==> run_1/clock_map.png <==
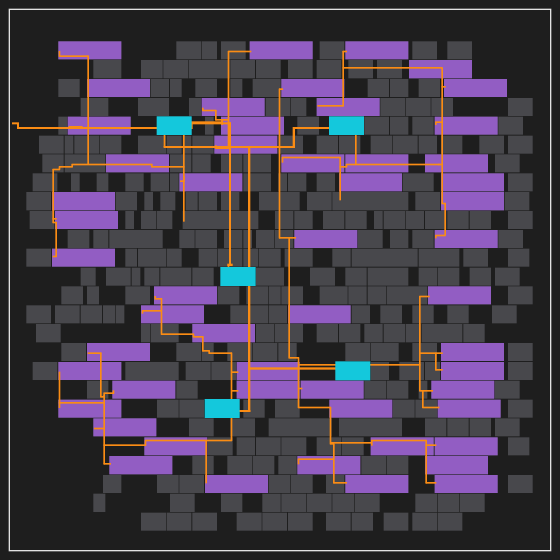
==> run_1/port_nets.png <==
Scale bar: 20 um.
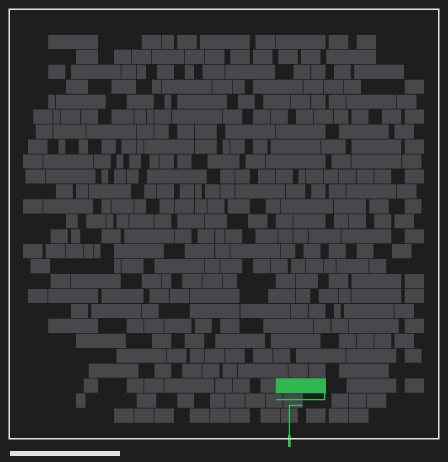
==> run_1/registers.png <==
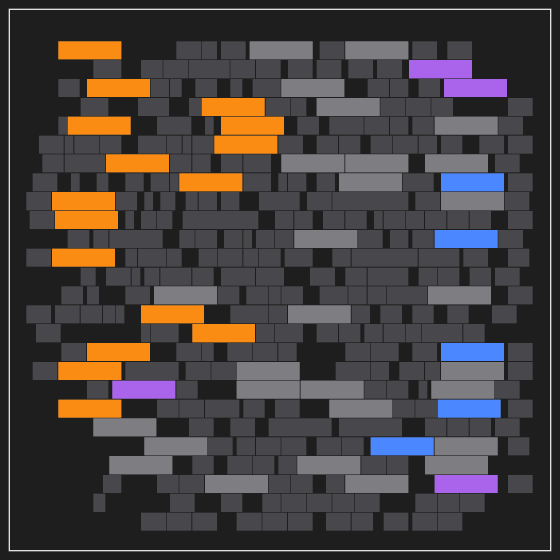
==> run_1/final_congestion.png <==
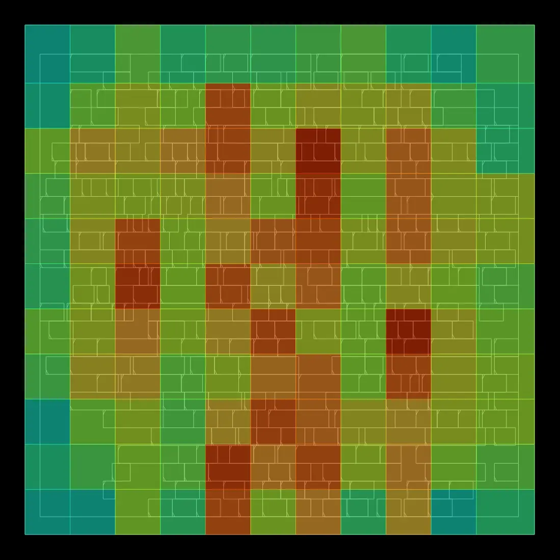
<file path="config.mk">
export PLATFORM = sky130hd
export DESIGN_NAME = id_ex_ctrl_seg
export DESIGN_NICKNAME = d
export VERILOG_FILES = /design/src/rtl/id_ex_ctrl_seg.sv
export SDC_FILE = /design/constraint.sdc
export NUM_CORES = 1
export LEC_CHECK = 0
export CORE_MARGIN = 2
export CORE_UTILIZATION = 42
export DETAILED_ROUTE_END_ITERATION = 8
export PLACE_DENSITY = 0.79
export SLEW_MARGIN = 15
export SYNTH_ARGS = -nofsm -noshare
export SYNTH_HDL_FRONTEND = slang
export SYNTH_SLANG_ARGS = --single-unit
</file>
<file path="constraint.sdc">
create_clock -name clk -period 2.1 [get_ports clk]
set_input_delay 0.42 -clock clk [delete_from_list [all_inputs] [get_ports clk]]
set_output_delay 0.42 -clock clk [all_outputs]
set_load 0.02 [all_outputs]
</file>
<file path="src/rtl/id_ex_ctrl_seg.sv">
// ---------------------------------------------------------------------------
// id_ex_ctrl_seg
//
// ID/EX control segment register. Captures the decoded ID control bundle and
// register indices every cycle and presents them to EX. Bubbles are inserted
// for load-use hazards and for EX-resolved redirects (taken branch or JALR).
// JAL in ID is not a bubble: the JAL itself proceeds into EX and only the
// fetched-behind instruction is flushed. A saturating counter records how
// many bubbles were inserted.
//
// Parameters:
//   CNT_W        width of BubbleCnt
//
// Ports:
//   clk, rst_n   core clock (rising edge), async active-low reset
//   hold         external memory stall, freezes the whole stage
//   *D           decoded ID-stage bundle and register indices
//   BranchE      branch taken, resolved in EX
//   *E           registered bundle presented to EX (JalD is not carried)
//   StallF       hold PC
//   StallD       hold IF/ID register
//   FlushD       clear IF/ID register
//   BubbleCnt    bubbles inserted since reset, saturating
// ---------------------------------------------------------------------------
module id_ex_ctrl_seg #(
    parameter int CNT_W = 16
) (
    input  logic             clk,
    input  logic             rst_n,
    input  logic             hold,
    input  logic             JalD,
    input  logic             JalrD,
    input  logic [2:0]       RegWriteD,
    input  logic             MemToRegD,
    input  logic [3:0]       MemWriteD,
    input  logic             LoadNpcD,
    input  logic [1:0]       RegReadD,
    input  logic [2:0]       BranchTypeD,
    input  logic [3:0]       AluContrlD,
    input  logic [1:0]       AluSrc2D,
    input  logic             AluSrc1D,
    input  logic [4:0]       Rs1D,
    input  logic [4:0]       Rs2D,
    input  logic [4:0]       RdD,
    input  logic             BranchE,
    output logic             JalrE,
    output logic [2:0]       RegWriteE,
    output logic             MemToRegE,
    output logic [3:0]       MemWriteE,
    output logic             LoadNpcE,
    output logic [1:0]       RegReadE,
    output logic [2:0]       BranchTypeE,
    output logic [3:0]       AluContrlE,
    output logic [1:0]       AluSrc2E,
    output logic             AluSrc1E,
    output logic [4:0]       Rs1E,
    output logic [4:0]       Rs2E,
    output logic [4:0]       RdE,
    output logic             StallF,
    output logic             StallD,
    output logic             FlushD,
    output logic [CNT_W-1:0] BubbleCnt
);

    logic loaduse;
    logic redirect;
    logic bubble;

    // A load in EX whose destination is read by the instruction in ID.
    // x0 is never a real dependency.
    assign loaduse = MemToRegE & (RegWriteE != 3'b000) & (RdE != 5'd0) &
                     ((RegReadD[1] & (Rs1D == RdE)) |
                      (RegReadD[0] & (Rs2D == RdE)));

    assign redirect = BranchE | JalrE;

    // Redirect outranks load-use: the ID instruction is on the wrong path,
    // so there is nothing worth stalling for.
    assign bubble = ~hold & (redirect | loaduse);

    always_comb begin
        StallF = 1'b0;
        StallD = 1'b0;
        FlushD = 1'b0;
        if (hold) begin
            StallF = 1'b1;
            StallD = 1'b1;
        end else if (redirect) begin
            FlushD = 1'b1;
        end else if (loaduse) begin
            StallF = 1'b1;
            StallD = 1'b1;
        end else if (JalD) begin
            FlushD = 1'b1;
        end
    end

    always_ff @(posedge clk or negedge rst_n) begin
        if (!rst_n) begin
            JalrE       <= 1'b0;
            RegWriteE   <= 3'b000;
            MemToRegE   <= 1'b0;
            MemWriteE   <= 4'b0000;
            LoadNpcE    <= 1'b0;
            RegReadE    <= 2'b00;
            BranchTypeE <= 3'b000;
            AluContrlE  <= 4'b0000;
            AluSrc2E    <= 2'b00;
            AluSrc1E    <= 1'b0;
            Rs1E        <= 5'd0;
            Rs2E        <= 5'd0;
            RdE         <= 5'd0;
            BubbleCnt   <= '0;
        end else if (!hold) begin
            if (bubble) begin
                JalrE       <= 1'b0;
                RegWriteE   <= 3'b000;
                MemToRegE   <= 1'b0;
                MemWriteE   <= 4'b0000;
                LoadNpcE    <= 1'b0;
                RegReadE    <= 2'b00;
                BranchTypeE <= 3'b000;
                AluContrlE  <= 4'b0000;
                AluSrc2E    <= 2'b00;
                AluSrc1E    <= 1'b0;
                Rs1E        <= 5'd0;
                Rs2E        <= 5'd0;
                RdE         <= 5'd0;
                if (BubbleCnt != {CNT_W{1'b1}}) begin
                    BubbleCnt <= BubbleCnt + 1'b1;
                end
            end else begin
                JalrE       <= JalrD;
                RegWriteE   <= RegWriteD;
                MemToRegE   <= MemToRegD;
                MemWriteE   <= MemWriteD;
                LoadNpcE    <= LoadNpcD;
                RegReadE    <= RegReadD;
                BranchTypeE <= BranchTypeD;
                AluContrlE  <= AluContrlD;
                AluSrc2E    <= AluSrc2D;
                AluSrc1E    <= AluSrc1D;
                Rs1E        <= Rs1D;
                Rs2E        <= Rs2D;
                RdE         <= RdD;
            end
        end
    end

endmodule

</file>
==> flow_summary.toml, run 1 <==
# synthesis and place-and-route metrics
[clock_network]
cts_buffers = 5
cts_buffer_depth = 2
ctsHtreeMaxLevel = 2
cts_resized = 32
clockRootBuffer = "clkbuf_8"
numClockSinks = 53

[setup_path]
arrival_ns = 1.96
timing.rr.start = "RdE[3]"
cp_data_required_time_ns = 1.68
r2r-end = "RdE[1]"
cp_max_fo = 4
crit_buf_inv = 2
critPathLaunchType = "register"
crit_slowest_cell = "dfrtp_1"
path_depth = 7
r2r_slack_ns = -0.13
worstSetupEndpoint = "StallD"
critPathTopFamily = "flip-flops"

[floorplan]
die_x_um = 77.90
coreArea_sq_mm = 0.005172
die_area_sq_mm = 0.006068

[cells_and_area]
logic_gate_count = 120
seq_share = 0.3380
inv_count = 2
stdcell_count = 391
clock_cell_area_share = 0.03412
fin_nets = 363
sh_comb_area = 0.2650
nClkBuffers = 5
area_growth_pct = 71.09
largest_reg_flops = 16
comb_area_sq_mm = 0.001040
n_antenna_cell = 0

[detailed_routing]
avgViaCountPerCell = 5.192
wl_per_cell_um = 16.86
post-route-drc-count = 0
drtAntennaViolNets = 0
met1_length_um = 2735
dr.first_iter.drc_count = 131
dr.max_layer_used = "met4"
dr_wl_met2_um = 3420
routed_wl_um = 6594

[power]
total_power_w = 0.003026
switchingPower_w = 0.0008932
p_clk_frac = 0.267
power-top-group = "registers"
p_int_w = 0.002132
pg_comb_w = 0.000958

[sta]
rsz0062_at_grt = "true"
slew_headroom = 0.5562
setup_viol = 38
fin_crit_sh = 1.133
worst_slack_ns = -0.2801
tightest_slew_ns = 0.6657
fin_crit_ns = 2.380
finClkSkew_ns = 0.01331

[synth]
synth_area_sq_mm = 0.002293
synthTopLogicFamily = "AND-OR/OR-AND gates"
ys_cells = 185
simple_gate_share = 0.1042
ys.flops = 53
fa_ha_area_frac = 0.005456
yosysWarnings = 0
synthAoiAreaFrac = 0.1757
post_synth_num_cell_types = 35
syn_area_per_cell_sq_um = 12.40
muxShareOfSynthArea = 0.01418
yosys_area_sq_mm = 0.002293
fp_nets = 228
postSynthSeqShare = 0.5783
syn-instance-count = 185

[status]
status = "complete, but fails checks"
violations = "setup timing"

[flow_run]
warnings = 29
drv_cap = 0

[grt]
grt_pass1_vias = 1965
use_met3 = 0.05116
antenna_found_initial = 0
grt_max_degree = 54
grtUsageMet2 = 0.3379

[placement]
place_inst = 373
gp_congestion = 0.8266

[worst_hold_path]
hold_path.class = "in -> async"
Back to the opening pictures, clock_map.png:
Key: flip-flops = purple [count 53]; clock wires = orange [length 582 um]; cells driving clock nets = cyan [count 5]
There are 6 routed clock nets. Position of the flops: all over the die.
clock latency on the worst-skew pair: 0.31 ns
Clk power: 0.000807 W

Back to the opening pictures, port_nets.png:
Key: AluSrc1E = green [bits 1, direction output, end cells 1, wire 18.4 um]
Top Ports: 98
port buffer count: 97

Back to the opening pictures, registers.png:
Key: Rs1E = blue [sequential cells 5]; BubbleCnt = orange [sequential cells 16]; MemWriteE = purple [sequential cells 4]
P_seq: 0.00126 W
Final Core Density: 0.7586

Back to the opening pictures, final_congestion.png:
total global routing track utilization: 0.2008
met1 Usage GRT: 0.2610
Most Crowded Layer GR: met2

==> run 2, diff against run 1 <==
CTS_CLUSTER_DIAMETER = 50   (was unset)
CTS_CLUSTER_SIZE = 8   (was unset)
==> run 2 against run 1 <==
  * Critical path depth stayed put
  * Sequential power about the same
  * Synthesized cell count unchanged
  * Largest cell class unchanged
  * The run still ends with setup timing left
  * Synthesized area stayed put
  * Critical endpoint unchanged
  * Routed wire length unchanged
  * Worst setup slack did not move
  * Highest routed layer unchanged
  * Utilization stayed put
==> flow_summary.toml, run 2 <==
# synthesis and place-and-route metrics
[status]
status = "complete, but fails checks"
violations = "setup timing"

[synth]
syn_area_per_cell_sq_um = 12.40
synthTopLogicFamily = "AND-OR/OR-AND gates"
yosys_area_sq_mm = 0.002293
postSynthSeqShare = 0.5783
yosysWarnings = 0
synthAoiAreaFrac = 0.1757
ys_cells = 185
post_synth_num_cell_types = 35
synth_area_sq_mm = 0.002293
synth.most_common_cell = "dfrtp_1"
edf_count = 0
fp_nets = 228
simple_gate_share = 0.1042
syn-instance-count = 185
ys.flops = 53

[power]
pg_comb_w = 0.000958
switchingPower_w = 0.0008932
total_power_w = 0.003026
power-top-group = "registers"
powerSeq_w = 0.00126
p_clk_frac = 0.267
power_clock_w = 0.000807

[clock_network]
numClockSinks = 53
clk_latency_ns = 0.31
cts_resized = 32
clockRootBuffer = "clkbuf_8"
cts_buffer_depth = 2

[grt]
antenna_found_initial = 0
use_met3 = 0.05116
grt_pass1_vias = 1965
grtUsageTotal = 0.2008
grtUsageMet2 = 0.3379
grt_max_degree = 54
grtUsageMet1 = 0.2610

[sta]
maxSlewViolCount = 0
finClkSkew_ns = 0.01331
hold_slack_ns = 0.2087
setup_viol = 38
worst_slack_ns = -0.2801
fin_crit_ns = 2.380
slew_headroom = 0.5562
fin_crit_sh = 1.133
tightest_slew_ns = 0.6657
rsz0062_at_grt = "true"

[placement]
gp_congestion = 0.8266
portBuffers = 97

[cells_and_area]
stdcell_count = 391
fin_util = 0.7586
fin_nets = 363
nClkBuffers = 5
n_antenna_cell = 0
inv_count = 2
comb_area_sq_mm = 0.001040
clock_cell_area_share = 0.03412
largest_reg_flops = 16
logic_gate_count = 120
sh_comb_area = 0.2650

[detailed_routing]
dr.first_iter.drc_count = 131
drtAntennaViolNets = 0
post-route-drc-count = 0
wl_per_cell_um = 16.86
met1_length_um = 2735
dr.max_layer_used = "met4"
avgViaCountPerCell = 5.192
dr_wl_met2_um = 3420

[worst_hold_path]
hold_path.class = "in -> async"

[setup_path]
critPathLaunchType = "register"
crit_slowest_cell = "dfrtp_1"
r2r-end = "RdE[1]"
cp_data_required_time_ns = 1.68
critPathTopFamily = "flip-flops"
crit_buf_inv = 2
cp-startpoint = "RdE[3]"
cp_max_fo = 4
timing.rr.start = "RdE[3]"
arrival_ns = 1.96

[floorplan]
die_area_sq_mm = 0.006068
die_x_um = 77.90
ios = 98
coreArea_sq_mm = 0.005172

[flow_run]
drv_cap = 0
warnings = 29
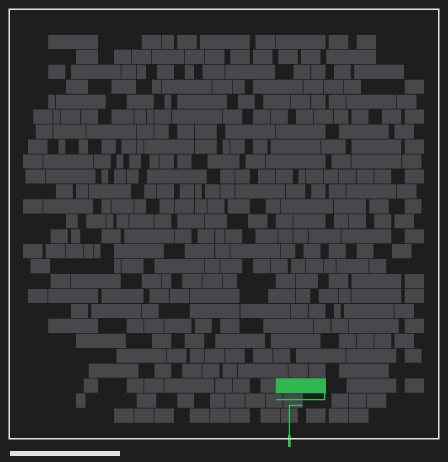
(run_2/port_nets.png)
Scale bar: 20 um.
Key: AluSrc1E = green [bits 1, direction output, end cells 1, wire 18.4 um]

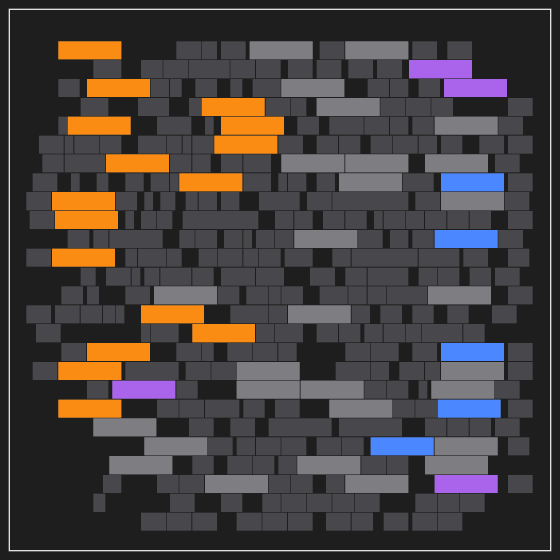
(run_2/registers.png)
Key: MemWriteE = purple [sequential cells 4]; BubbleCnt = orange [sequential cells 16]; Rs1E = blue [sequential cells 5]
FF/Latch Area: 0.001326 sq mm
Seq area share: 0.3380

==> run 3, diff against run 2 <==
clock period = 2.3 ns   (was 2.1 ns; I/O delays follow)
==> run 3 against run 2 <==
  * The run still ends with setup timing left
  * Final cell count down 3.6%
  * Register-to-register slack better by 0.32 ns
  * Die size stayed put
  * Sequential power down 9%
  * Via count is 3.9% lower
  * Critical path depth fell by 1
  * Sequential cell count did not move
  * Clock power fell by about 30%
  * Routed wire length is 9.2% lower
  * Largest power group unchanged
  * Clock skew shrank 0.0060 ns
==> flow_summary.toml, run 3 <==
# synthesis and place-and-route metrics
[worst_hold_path]
hold_path.class = "in -> async"

[synth]
ys.flops = 53
synthAoiAreaFrac = 0.1757
simple_gate_share = 0.1042
synth.most_common_cell = "dfrtp_1"
muxShareOfSynthArea = 0.01418
yosysWarnings = 0
synth_area_sq_mm = 0.002293
syn_area_per_cell_sq_um = 12.40
fa_ha_area_frac = 0.005456
synthTopLogicFamily = "AND-OR/OR-AND gates"
postSynthSeqShare = 0.5783
edf_count = 0
fp_nets = 228
post_synth_num_cell_types = 35
syn-instance-count = 185

[sta]
setup_viol = 1
slew_headroom = 0.6686
fin_crit_sh = 1.015
tightest_slew_ns = 0.4971
fin_crit_ns = 2.334
maxSlewViolCount = 0
finClkSkew_ns = 0.007325
worst_slack_ns = -0.03397
rsz0062_at_grt = "true"

[detailed_routing]
drtAntennaViolNets = 0
dr.first_iter.drc_count = 77
met1_length_um = 2589
post-route-drc-count = 0
dr.max_layer_used = "met4"
avgViaCountPerCell = 5.172
wl_per_cell_um = 15.88
dr_wl_met2_um = 2899

[cells_and_area]
inv_count = 2
final_common_cell = "clkdlybuf4s50_1"
comb_area_sq_um = 943.4
area_growth_pct = 59.08
nClkBuffers = 7
seqCellArea_sq_mm = 0.001326
stdcell_count = 377
largest_reg_flops = 16
n_antenna_cell = 0
fin_nets = 349
clock_cell_area_share = 0.02778

[setup_path]
timing.rr.start = "RdE[2]"
crit_buf_inv = 1
r2r_slack_ns = 0.19
r2r-end = "BubbleCnt[14]"
arrival_ns = 1.87
path_depth = 6
critPathTopFamily = "simple AND/OR/NAND/NOR gates"
cp-startpoint = "RdE[3]"
crit_slowest_cell = "or4_4"
cp_data_required_time_ns = 1.84
critPathLaunchType = "register"

[power]
p_clk_frac = 0.224
power-top-group = "registers"
power_clock_w = 0.000563
switchingPower_w = 0.0007701
pg_comb_w = 0.000801
p_int_w = 0.001748

[clock_network]
cts_resized = 27
cts_buffer_depth = 2
clk_latency_ns = 0.30
numClockSinks = 53
clockRootBuffer = "clkbuf_8"

[grt]
grt_pass1_vias = 1886
grtUsageMet1 = 0.2767
grtUsageMet2 = 0.3190
grt_max_degree = 34
antenna_found_initial = 0

[floorplan]
coreArea_sq_mm = 0.005172
die_x_um = 77.90

[flow_run]
warnings = 28

[status]
violations = "setup timing"
status = "complete, but fails checks"

[placement]
portBuffers = 97
place_inst = 367
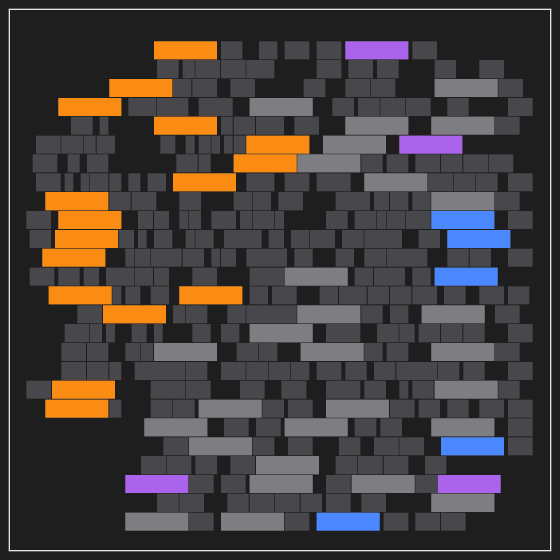
(run_3/registers.png)
Key: BubbleCnt = orange [sequential cells 16]; Rs1E = blue [sequential cells 5]; MemWriteE = purple [sequential cells 4]
Final Core Density: 0.7054
P_seq: 0.00115 W
Seq area share: 0.3635

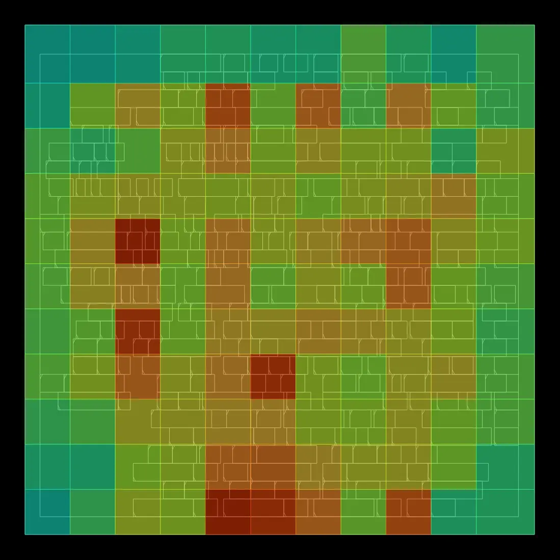
(run_3/final_congestion.png)
total global routing track utilization: 0.2043
met3 usage: 0.04767

Power is estimated from default activity; no workload was simulated.
